**src/rtl/rtc_bus_ctrl_if.sv**
```systemverilog
// rtc_bus_ctrl_if: request side (from the RTC sequencer), pad side (RTC chip
// pins) and read-back side (to the time/date register file) of rtc_bus_ctrl.
// The slave modport is the controller's view; master is the environment's view.
interface rtc_bus_ctrl_if;
    // Sequencer requests
    logic       escritura;
    logic       lectura;
    logic       write;
    logic [7:0] dir;
    logic [3:0] dir_reg;
    logic [7:0] dato;
    // RTC pads
    logic [7:0] ad_in;
    logic [7:0] ad_out;
    logic       ad_oe;
    logic       cs_n;
    logic       rd_n;
    logic       wr_n;
    logic       a_d;
    // Status and read-back
    logic       fin;
    logic       ocupado;
    logic [7:0] dato_leido;
    logic [3:0] dir_reg_out;
    logic       dato_valido;

    modport slave (
        input  escritura, lectura, write, dir, dir_reg, dato, ad_in,
        output ad_out, ad_oe, cs_n, rd_n, wr_n, a_d,
        output fin, ocupado, dato_leido, dir_reg_out, dato_valido
    );

    modport master (
        output escritura, lectura, write, dir, dir_reg, dato, ad_in,
        input  ad_out, ad_oe, cs_n, rd_n, wr_n, a_d,
        input  fin, ocupado, dato_leido, dir_reg_out, dato_valido
    );
endinterface

```
**src/rtl/rtc_bus_ctrl.sv**
```systemverilog
// rtc_bus_ctrl: RTC multiplexed address/data bus stage.
// Turns a level request from the RTC sequencer into one address write cycle
// followed by one data write or data read cycle on the chip pins, then pulses
// fin for one cycle. Read bytes are handed to the register file with their
// slot tag.
//
// All pin outputs are registered from the current state, so the pins lag the
// state register by exactly one cycle; that lag is what makes fin appear
// 2*(T_SETUP+T_PULSE+T_HOLD)+T_GAP+1 edges after acceptance, and it keeps the
// pads glitch-free. Every timing parameter must be >= 1.
//
// Optional build macro RTC_IN_SYNC_EN: when defined, ad_in goes through a
// 2-flop synchronizer and the read D_STROBE is stretched by 2 cycles so the
// synchronized byte is sampled while rd_n is still low.
module rtc_bus_ctrl #(
    parameter int T_SETUP = 2,
    parameter int T_PULSE = 10,
    parameter int T_HOLD  = 2,
    parameter int T_GAP   = 4
) (
    input  logic          clk,
    input  logic          reset,
    rtc_bus_ctrl_if.slave bus
);

    localparam int CNT_W = 16;
`ifdef RTC_IN_SYNC_EN
    localparam int RD_EXT = 2;
`else
    localparam int RD_EXT = 0;
`endif

    typedef enum logic [3:0] {
        IDLE,
        A_SETUP,
        A_STROBE,
        A_HOLD,
        GAP,
        D_SETUP,
        D_STROBE,
        D_HOLD,
        DONE,
        COOLDOWN
    } state_t;

    state_t           r_state;
    state_t           w_next_state;
    logic [CNT_W-1:0] r_cnt;
    logic             w_cnt_zero;
    logic             w_accept;

    // Latched request
    logic [7:0] r_dir;
    logic [7:0] r_dato;
    logic [3:0] r_dir_reg;
    logic       r_write;
    logic       r_kind_rd;

    // Pin values decoded from the current state
    logic       w_cs_n;
    logic       w_rd_n;
    logic       w_wr_n;
    logic       w_a_d;
    logic       w_ad_oe;
    logic [7:0] w_ad_out;
    logic       w_fin;
    logic       w_dato_valido;
    logic       w_last_strobe;

    // Registered pins
    logic       r_cs_n;
    logic       r_rd_n;
    logic       r_wr_n;
    logic       r_a_d;
    logic       r_ad_oe;
    logic [7:0] r_ad_out;
    logic       r_fin;
    logic       r_dato_valido;
    logic       r_ocupado;
    logic       r_last_strobe;
    logic [7:0] r_dato_leido;
    logic [3:0] r_dir_reg_out;

    logic [7:0] w_ad_sample;

    // Number of cycles spent in a state, minus one, as the counter reload value.
    // Only the read D_STROBE is affected by the optional input synchronizer.
    function automatic logic [CNT_W-1:0] f_reload(input state_t s, input logic rd);
        int n;
        case (s)
            A_SETUP, D_SETUP: n = T_SETUP;
            A_STROBE:         n = T_PULSE;
            D_STROBE:         n = rd ? (T_PULSE + RD_EXT) : T_PULSE;
            A_HOLD, D_HOLD:   n = T_HOLD;
            GAP:              n = T_GAP;
            COOLDOWN:         n = 2;
            default:          n = 1;
        endcase
        return CNT_W'(n - 1);
    endfunction

    assign w_cnt_zero = (r_cnt == '0);

`ifdef RTC_IN_SYNC_EN
    logic [7:0] r_sync1;
    logic [7:0] r_sync2;

    // Two-flop synchronizer on the asynchronous pad input
    always_ff @(posedge clk) begin
        r_sync1 <= bus.ad_in;
        r_sync2 <= r_sync1;
    end

    assign w_ad_sample = r_sync2;
`else
    assign w_ad_sample = bus.ad_in;
`endif

    // Next-state logic: requests are only looked at in IDLE
    always_comb begin
        w_next_state = r_state;
        w_accept     = 1'b0;
        case (r_state)
            IDLE: begin
                if (bus.escritura || bus.lectura) begin
                    w_accept     = 1'b1;
                    w_next_state = A_SETUP;
                end
            end
            A_SETUP:  if (w_cnt_zero) w_next_state = A_STROBE;
            A_STROBE: if (w_cnt_zero) w_next_state = A_HOLD;
            A_HOLD:   if (w_cnt_zero) w_next_state = GAP;
            GAP:      if (w_cnt_zero) w_next_state = D_SETUP;
            D_SETUP:  if (w_cnt_zero) w_next_state = D_STROBE;
            D_STROBE: if (w_cnt_zero) w_next_state = D_HOLD;
            D_HOLD:   if (w_cnt_zero) w_next_state = DONE;
            DONE:     if (w_cnt_zero) w_next_state = COOLDOWN;
            COOLDOWN: if (w_cnt_zero) w_next_state = IDLE;
            default:  w_next_state = IDLE;
        endcase
    end

    // State register and single dwell counter, reloaded on every state change
    always_ff @(posedge clk or negedge reset) begin
        if (!reset) begin
            r_state <= IDLE;
            r_cnt   <= '0;
        end else begin
            r_state <= w_next_state;
            if (w_next_state != r_state) begin
                r_cnt <= f_reload(w_next_state, r_kind_rd);
            end else if (!w_cnt_zero) begin
                r_cnt <= r_cnt - 1'b1;
            end
        end
    end

    // Request capture at acceptance; escritura wins over lectura
    always_ff @(posedge clk) begin
        if (w_accept) begin
            r_dir     <= bus.dir;
            r_dato    <= bus.dato;
            r_dir_reg <= bus.dir_reg;
            r_write   <= bus.write;
            r_kind_rd <= !bus.escritura;
        end
    end

    // Pin decode from the current state; strobes are only low inside cs_n low
    always_comb begin
        w_cs_n        = 1'b1;
        w_rd_n        = 1'b1;
        w_wr_n        = 1'b1;
        w_a_d         = 1'b1;
        w_ad_oe       = 1'b0;
        w_ad_out      = 8'h00;
        w_fin         = 1'b0;
        w_dato_valido = 1'b0;
        case (r_state)
            A_SETUP, A_HOLD: begin
                w_cs_n   = 1'b0;
                w_a_d    = 1'b0;
                w_ad_oe  = 1'b1;
                w_ad_out = r_dir;
            end
            A_STROBE: begin
                w_cs_n   = 1'b0;
                w_a_d    = 1'b0;
                w_ad_oe  = 1'b1;
                w_ad_out = r_dir;
                w_wr_n   = 1'b0;
            end
            GAP: begin
                w_a_d = 1'b0;
            end
            D_SETUP, D_HOLD: begin
                w_cs_n   = 1'b0;
                w_ad_oe  = !r_kind_rd;
                w_ad_out = r_kind_rd ? 8'h00 : r_dato;
            end
            D_STROBE: begin
                w_cs_n   = 1'b0;
                w_ad_oe  = !r_kind_rd;
                w_ad_out = r_kind_rd ? 8'h00 : r_dato;
                w_rd_n   = !r_kind_rd;
                w_wr_n   = r_kind_rd;
            end
            DONE: begin
                w_fin         = 1'b1;
                w_dato_valido = r_kind_rd && r_write;
            end
            default: begin
            end
        endcase
    end

    // Last state-cycle of a read strobe; one cycle later it is the last pin
    // cycle with rd_n low, which is where the byte is captured.
    assign w_last_strobe = (r_state == D_STROBE) && w_cnt_zero && r_kind_rd;

    // Registered pad and status outputs
    always_ff @(posedge clk or negedge reset) begin
        if (!reset) begin
            r_cs_n        <= 1'b1;
            r_rd_n        <= 1'b1;
            r_wr_n        <= 1'b1;
            r_a_d         <= 1'b1;
            r_ad_oe       <= 1'b0;
            r_ad_out      <= 8'h00;
            r_fin         <= 1'b0;
            r_dato_valido <= 1'b0;
            r_ocupado     <= 1'b0;
            r_last_strobe <= 1'b0;
        end else begin
            r_cs_n        <= w_cs_n;
            r_rd_n        <= w_rd_n;
            r_wr_n        <= w_wr_n;
            r_a_d         <= w_a_d;
            r_ad_oe       <= w_ad_oe;
            r_ad_out      <= w_ad_out;
            r_fin         <= w_fin;
            r_dato_valido <= w_dato_valido;
            r_ocupado     <= (w_next_state != IDLE);
            r_last_strobe <= w_last_strobe;
        end
    end

    // Read-back byte and its register-file tag
    always_ff @(posedge clk or negedge reset) begin
        if (!reset) begin
            r_dato_leido  <= 8'h00;
            r_dir_reg_out <= 4'h0;
        end else if (r_last_strobe) begin
            r_dato_leido  <= w_ad_sample;
            r_dir_reg_out <= r_dir_reg;
        end
    end

    assign bus.cs_n        = r_cs_n;
    assign bus.rd_n        = r_rd_n;
    assign bus.wr_n        = r_wr_n;
    assign bus.a_d         = r_a_d;
    assign bus.ad_oe       = r_ad_oe;
    assign bus.ad_out      = r_ad_out;
    assign bus.fin         = r_fin;
    assign bus.ocupado     = r_ocupado;
    assign bus.dato_leido  = r_dato_leido;
    assign bus.dir_reg_out = r_dir_reg_out;
    assign bus.dato_valido = r_dato_valido;

endmodule

```
**src/flat_wrapper.sv**
```systemverilog
// flat-port wrapper written by rule: the top's interface ports become plain ports
module rtc_bus_ctrl_flat 
#(
    parameter int T_SETUP = 2,
    parameter int T_PULSE = 10,
    parameter int T_HOLD  = 2,
    parameter int T_GAP   = 4
)
  (clk, reset, bus_escritura, bus_lectura, bus_write, bus_dir, bus_dir_reg, bus_dato, bus_ad_in, bus_ad_out, bus_ad_oe, bus_cs_n, bus_rd_n, bus_wr_n, bus_a_d, bus_fin, bus_ocupado, bus_dato_leido, bus_dir_reg_out, bus_dato_valido);
  rtc_bus_ctrl_if bus_i ();
  input  logic clk;
  input  logic reset;
  input wire logic [$bits(bus_i.escritura)-1:0] bus_escritura;
  input wire logic [$bits(bus_i.lectura)-1:0] bus_lectura;
  input wire logic [$bits(bus_i.write)-1:0] bus_write;
  input wire logic [$bits(bus_i.dir)-1:0] bus_dir;
  input wire logic [$bits(bus_i.dir_reg)-1:0] bus_dir_reg;
  input wire logic [$bits(bus_i.dato)-1:0] bus_dato;
  input wire logic [$bits(bus_i.ad_in)-1:0] bus_ad_in;
  output wire logic [$bits(bus_i.ad_out)-1:0] bus_ad_out;
  output wire logic [$bits(bus_i.ad_oe)-1:0] bus_ad_oe;
  output wire logic [$bits(bus_i.cs_n)-1:0] bus_cs_n;
  output wire logic [$bits(bus_i.rd_n)-1:0] bus_rd_n;
  output wire logic [$bits(bus_i.wr_n)-1:0] bus_wr_n;
  output wire logic [$bits(bus_i.a_d)-1:0] bus_a_d;
  output wire logic [$bits(bus_i.fin)-1:0] bus_fin;
  output wire logic [$bits(bus_i.ocupado)-1:0] bus_ocupado;
  output wire logic [$bits(bus_i.dato_leido)-1:0] bus_dato_leido;
  output wire logic [$bits(bus_i.dir_reg_out)-1:0] bus_dir_reg_out;
  output wire logic [$bits(bus_i.dato_valido)-1:0] bus_dato_valido;
  assign bus_i.escritura = bus_escritura;
  assign bus_i.lectura = bus_lectura;
  assign bus_i.write = bus_write;
  assign bus_i.dir = bus_dir;
  assign bus_i.dir_reg = bus_dir_reg;
  assign bus_i.dato = bus_dato;
  assign bus_i.ad_in = bus_ad_in;
  assign bus_ad_out = bus_i.ad_out;
  assign bus_ad_oe = bus_i.ad_oe;
  assign bus_cs_n = bus_i.cs_n;
  assign bus_rd_n = bus_i.rd_n;
  assign bus_wr_n = bus_i.wr_n;
  assign bus_a_d = bus_i.a_d;
  assign bus_fin = bus_i.fin;
  assign bus_ocupado = bus_i.ocupado;
  assign bus_dato_leido = bus_i.dato_leido;
  assign bus_dir_reg_out = bus_i.dir_reg_out;
  assign bus_dato_valido = bus_i.dato_valido;
  rtc_bus_ctrl #(.T_SETUP(T_SETUP), .T_PULSE(T_PULSE), .T_HOLD(T_HOLD), .T_GAP(T_GAP)) u_core (.clk(clk), .reset(reset), .bus(bus_i));
endmodule
```
**config.mk**
```make
export PLATFORM = sky130hd
export DESIGN_NAME = rtc_bus_ctrl_flat
export DESIGN_NICKNAME = d
export VERILOG_FILES = /design/src/rtl/rtc_bus_ctrl_if.sv /design/src/rtl/rtc_bus_ctrl.sv /design/src/flat_wrapper.sv
export SDC_FILE = /design/constraint.sdc
export NUM_CORES = 1
export LEC_CHECK = 0
export CORE_ASPECT_RATIO = 1.2
export CORE_MARGIN = 4
export CORE_UTILIZATION = 55
export DETAILED_ROUTE_END_ITERATION = 16
export DONT_BUFFER_PORTS = 1
export GPL_ROUTABILITY_DRIVEN = 0
export GPL_TIMING_DRIVEN = 0
export HOLD_SLACK_MARGIN = 0.03
export PLACE_DENSITY = 0.69
export SLEW_MARGIN = 40
export SYNTH_ARGS = -nofsm -noshare
export SYNTH_HDL_FRONTEND = slang
export SYNTH_SLANG_ARGS = --single-unit
```
**constraint.sdc**
```tcl
create_clock -name clk -period 3.35 [get_ports clk]
set_clock_uncertainty 0.1 [all_clocks]
set_input_delay 0.335 -clock clk [delete_from_list [all_inputs] [get_ports clk]]
set_output_delay 0.335 -clock clk [all_outputs]
set_load 0.01 [all_outputs]
```
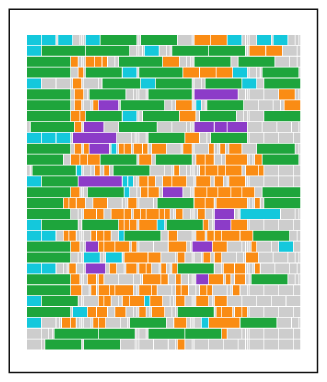
run_1/cell_classes.png
Scale: 4 px per um. Fill, decap, tap and diode cells in gray.
other buffers and delay cells: shown in cyan, cells 41, share of their area 10%. flip-flops: shown in green, cells 71, share of their area 51%. clock drivers and dummy loads: shown in purple, cells 16, share of their area 6.8%. all other logic: shown in orange, cells 175, share of their area 32%.
flop share of the area: 0.500
Design Area, Final: 0.00378 sq mm

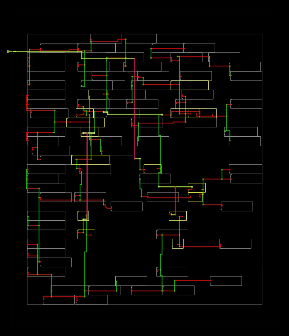
run_1/final_clocks.png
Late-Pin Clk Latency: 0.34 ns
registers: 71
Clock buffer cells: 9
Num CTS Buffers: 9
P_clk: 0.000842 W

==> flow_metrics.tcl, run 1 <==
# implementation run metrics
set metrics [dict create \
    mappedNetlistArea_sq_mm 0.00312 \
    ioPinCount 61 \
    placed_area_sq_mm 0.00322 \
    post-dp-hpwl_mm 4.01 \
    warnings 26 \
    cts.root.buffer_cell "clkbuf_8" \
    dr.pass1.iters 5 \
    ys_cells 256 \
    hold_buffers 28 \
    cts_tree "yes" \
    yosys.cell_count.top_type "dfrtp_1" \
    async_flop_share 0.690 \
    wl_per_cell_um 16.5 \
    tightest_slew_ns 0.755 \
    fp_util 0.576 \
    utilization 0.699 \
    rsz0062_at_grt "no" \
    yosysTopAreaCell "dfrtp_1" \
    route.detailed.drc 0 \
    fp.coreArea_sq_mm 0.00541 \
    syn2layout_area_growth_pct 21.4 \
    edf_count 22 \
    yosysChipArea_sq_mm 0.00312 \
    p_per_area_mw_per_mm2 798 \
    grt-ovfl-total 0 \
    syn_area_per_cell_sq_um 12.2 \
    place_inst 320 \
    ys_ff 71 \
    crit_buf_inv 0 \
    postSynthCellCount 256 \
    largest_reg_flops 16 \
    antenna_left 0 \
    final_max_slew_viol_count 0 \
    layout.cells.non_filler 365 \
    crit_path_max_incr_delay_ns 0.61 \
    max-cap-violations 0 \
    endpoint_kind "flip-flop" \
    drt-total-wl_mm 6.03 \
    p_leak_nw 1.56 \
    synthTopCellsByCount "dfrtp_1, nor2_1, edfxtp_1" \
    clk_path_buf_depth 2 \
    drive_above_1_share 0.172 \
    run_status "completed" \
    diodes 0 \
    path_cells "or4_4 > nor2_4 > nand3_1 > a21oi_1 > a21oi_1 > ha_1 > o211ai_2 > o22ai_1" \
    die_width_um 76.7 \
    post_cts_buffers 0 \
]
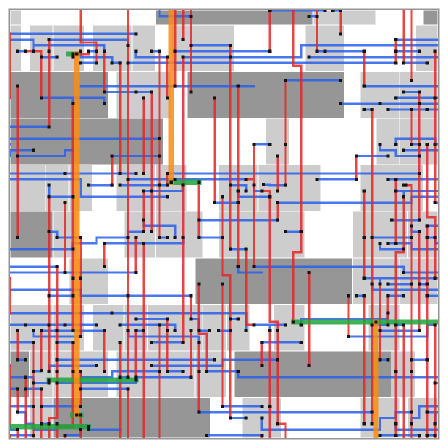
run_1/zoom.png
Window x 26 to 51, y 33 to 58 um. Cells in gray, sequential cells in the stronger gray; small squares are vias.
met1: shown in blue. met4: shown in orange. met3: shown in green. met2: shown in red.
54 logic cells have their middle in the window. Netlist names of flops here include `u_core.r_cnt` (4), `u_core.r_state` (2). Sequential cells in the window: 6. Most frequent: nor2_1 (6), dfrtp_1 (6).

==> run 1: power breakdown <==
group	leakage (nW)	internal (W)	switching (W)
logic	0.608	0.000369	0.000517
clock network	0.126	0.000505	0.000338
registers	0.821	0.00109	0.000199
total	1.56	0.00196	0.00105
==> run 1: through the flow <==
step,hold slack (ns),power (W)
final,0.0468,0.00302
after global routing,0.0323,0.00323
after CTS,0.0307,0.00304
after detailed placement,-0.0588,0.00215
after global placement,-0.0589,0.00212
after floorplan,-0.0606,0.00195
==> run 1: cell type report <==
cell class | instances | area, sq um
Multi-Input combinational cell | 170 | 1170
Timing Repair Buffer | 31 | 330
Tap cell | 62 | 77.6
Buffer | 10 | 40.0
Inverter | 5 | 18.8
Sequential cell | 71 | 1890
Clock inverter | 7 | 128
Fill cell | 375 | 1630
Clock buffer | 9 | 124
==> run 1: logic make-up after synthesis <==
| family | count (synthesis) | share of synthesized area |
|---|---|---|
| AOI/OAI and AO/OA | 46 | 0.0976 |
| and+or+nand+nor | 93 | 0.175 |
| DFF | 71 | 0.607 |
| adders and majority gates | 2 | 0.00803 |
| buffers and inverters | 15 | 0.0189 |
| xor gates and xnor gates | 12 | 0.0337 |
| muxes | 17 | 0.0594 |
==> run 1: worst paths after layout <==
| path | from | to | slack (ns) | depth (start not counted) |
|---|---|---|---|---|
| worst max-delay path | u_core.r_cnt[11] | u_core.r_cnt[4] | 0.68 | 8 |
| worst min-delay path | bus_ad_in[7] | u_core.bus.dato_leido[7] | 0.05 | 1 |
| worst max register to register | u_core.r_cnt[11] | u_core.r_cnt[4] | 0.68 | 8 |
| worst min register to register | u_core.r_dato[2] | u_core.bus.ad_out[2] | 0.39 | 2 |
| max in group asynchronous | reset | u_core.bus.wr_n | 2.48 | 2 |
| min in group asynchronous | reset | u_core.bus.ad_out[4] | 0.41 | 2 |
==> run 1: worst register-to-register path, cell delays in order (launching register included) <==
cell	delay (ns)
dfrtp_1	0.46
or4_4	0.61
nor2_4	0.19
nand3_1	0.28
a21oi_1	0.30
a21oi_1	0.07
ha_1	0.25
o211ai_2	0.13
o22ai_1	0.13
==> run 1: cells in the final DEF, fill, tap and decap left out, drive strengths merged, types with 2 or more instances in the layout <==
| master | n |
|---|---|
| nand3 | 4 |
| ha | 2 |
| o22ai | 3 |
| mux2 | 12 |
| nor2b | 9 |
| xnor2 | 7 |
| nand3b | 4 |
| buf | 10 |
| nand4b | 2 |
| nand2 | 13 |
| or3 | 2 |
| nor4b | 2 |
| a21oi | 17 |
| o211ai | 2 |
| nand4 | 4 |
| edfxtp | 22 |
| bufinv | 3 |
| o31a | 2 |
| dfstp | 4 |
| dlygate4sd3 | 28 |
| o21ai | 9 |
| clkinv | 2 |
| xor2 | 5 |
| inv | 7 |
| nor4 | 6 |
| a211oi | 4 |
| nor2 | 28 |
| dfrtp | 45 |
| clkbuf | 12 |
| or4 | 2 |
| nor3 | 11 |
| mux2i | 5 |
==> run 1: layer usage <==
layer / global-route usage / vias up
met5: 0 / -
met4: 0.0710 / 0
met3: 0.0529 / 12
met2: 0.318 / 56
met1: 0.234 / 1009
li1: - / 1019
==> run 2, diff against run 1 <==
--- a/config.mk
+++ b/config.mk
@@ -13,7 +13,7 @@
 export GPL_ROUTABILITY_DRIVEN = 0
 export GPL_TIMING_DRIVEN = 0
 export HOLD_SLACK_MARGIN = 0.03
-export PLACE_DENSITY = 0.69
+export PLACE_DENSITY = 0.72
 export SLEW_MARGIN = 40
 export SYNTH_ARGS = -nofsm -noshare
 export SYNTH_HDL_FRONTEND = slang
==> constraint.sdc (replaced) <==
create_clock -name clk -period 2.45 [get_ports clk]
set_clock_uncertainty 0.1 [all_clocks]
set_input_delay 0.245 -clock clk [delete_from_list [all_inputs] [get_ports clk]]
set_output_delay 0.245 -clock clk [all_outputs]
set_load 0.01 [all_outputs]
==> run 2 against run 1 <==
Critical path depth rose by 1. Wire length increased by 17%. Combinational power increased by 69%. Synthesized area stayed put. Critical endpoint is now u_core.r_cnt[2]. Worst setup slack worse by 0.65 ns. Flip-flop count unchanged. Global-route usage grew 2.1 points. Clock power increased by 11%. Highest routed layer unchanged. Worst hold slack better by 0.039 ns.
==> flow_metrics.tcl, run 2 <==
# implementation run metrics
set metrics [dict create \
    run_status "completed" \
    yosysTopAreaCell "dfrtp_1" \
    antenna_left 0 \
    async_flop_share 0.690 \
    wl_per_cell_um 18.5 \
    post-dp-hpwl_mm 4.26 \
    regArea_sq_mm 0.00189 \
    nFillCells 349 \
    largest_reg_flops 16 \
    p_per_area_mw_per_mm2 1070 \
    final_max_slew_viol_count 0 \
    lay_top_count "dfrtp_1" \
    path_cells "nor4_4 > nand4_1 > buf_6 > buf_4 > a21o_1 > a21oi_2 > ha_2 > xor2_1 > o21ai_1" \
    yosys.cell_count.top_type "dfrtp_1" \
    grt-ovfl-total 0 \
    utilization 0.730 \
    final_cell_mix "dfrtp_1, dlygate4sd3_1, nor2_1, edfxtp_1, a21oi_1" \
    yosysChipArea_sq_mm 0.00312 \
    diodes 0 \
    mappedNetlistArea_sq_mm 0.00312 \
    finalPower_w 0.00421 \
    ys_cells 256 \
]
==> run 2: worst max-delay path: cells and delay by family (launching register included) <==
family | cells | cell delay, ns
adders and majority gates | 1 | 0.23
DFF | 1 | 0.43
buffers and inverters | 2 | 0.32
xor gates and xnor gates | 1 | 0.17
AOI/OAI and AO/OA | 3 | 0.42
and+or+nand+nor | 2 | 0.59
==> run 2: stage by stage <==
step | hold slack (ns) | std cells
6_report | 0.0860 | 381
5_1_grt | 0.0925 | 381
4_1_cts | 0.0858 | 377
3_5_place_dp | -0.149 | 320
3_3_place_gp | -0.149 | 318
2_1_floorplan | -0.151 | 256
==> run 2: path summary, 6_finish.rpt <==
kind | from | end | slack (ns) | depth (start not counted)
worst min register to register | u_core.r_dir_reg[0] | u_core.bus.dir_reg_out[0] | 0.39 | 1
worst min-delay path | bus_escritura | u_core.bus.ocupado | 0.09 | 2
worst max register to register | u_core.r_cnt[8] | u_core.r_cnt[2] | 0.04 | 9
worst max-delay path | u_core.r_cnt[8] | u_core.r_cnt[2] | 0.04 | 9
max in group asynchronous | reset | u_core.bus.a_d | 1.64 | 2
min in group asynchronous | reset | u_core.bus.ad_out[7] | 0.33 | 2
==> run 2: area by class of cell <==
| cell class | count | share of cell area |
|---|---|---|
| Multi-Input combinational cell | 170 | 0.313 |
| Sequential cell | 71 | 0.480 |
| Clock inverter | 6 | 0.0178 |
| Timing Repair Buffer | 47 | 0.117 |
| Buffer | 10 | 0.0149 |
| Clock buffer | 10 | 0.0324 |
| Tap cell | 62 | 0.0197 |
| Inverter | 5 | 0.00476 |
==> run 2: cells by family (layout without fill, tap and decap cells) <==
family | after synthesis | count (layout) | synth area share
XOR/XNOR | 12 | 12 | 0.0337
buffers and inverters | 15 | 78 | 0.0189
multiplexers | 17 | 17 | 0.0594
adder cells (fa/ha/maj) | 2 | 2 | 0.00803
flip-flops | 71 | 71 | 0.607
AND-OR/OR-AND | 46 | 46 | 0.0976
AND/OR/NAND/NOR | 93 | 93 | 0.175
==> run 2: per-layer routing <==
metal | up-vias | wire length (um) | GRT usage
li1 | 1047 | - | -
met4 | 0 | 122 | 0.0921
met3 | 13 | 422 | 0.0529
met1 | 1104 | 2760 | 0.254
met5 | - | 0 | 0
met2 | 75 | 3740 | 0.358
==> run 2: where the power goes <==
| group | internal [W] | total, W | switching [W] |
|---|---|---|---|
| sequential | 0.00149 | 0.00178 | 0.000285 |
| clock | 0.000476 | 0.000932 | 0.000456 |
| combinational | 0.000679 | 0.00150 | 0.000824 |
==> run 2: repair_timing <==
action,CTS,global route
endpoints found under the setup margin,8,8
hold buffers,32,0
hold endpoints to repair,79,0
resized,9,8
pin swaps,4,6
buffers inserted,9,4
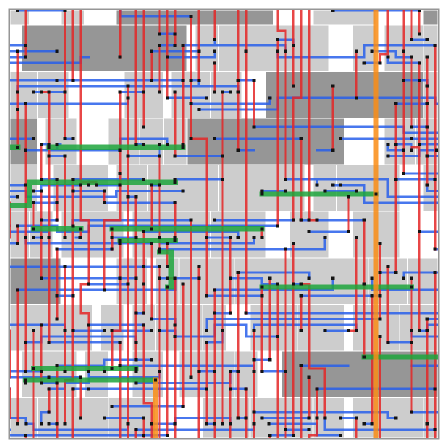
run_2/zoom.png
Window x 26 to 51, y 33 to 58 um. Cells in gray, sequential cells in the stronger gray; small squares are vias.
met4: shown in orange. met2: shown in red. met1: shown in blue. met3: shown in green.
Netlist names of flops here include `u_core.r_cnt` (3), `u_core.bus.cs_n` (1). Sequential cells in the window: 4. Most frequent: nor2_1 (8), buf_4 (5). 60 logic cells have their middle in the window.

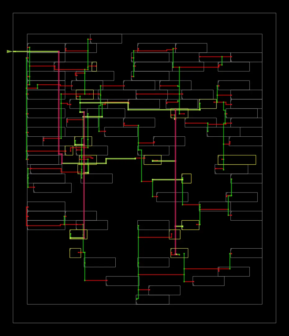
run_2/final_clocks.png
P_clk: 0.000932 W
clk sink count: 71
Late-Pin Clk Latency: 0.35 ns
Clock buffer cells: 10

Power is estimated from default activity; no workload was simulated.
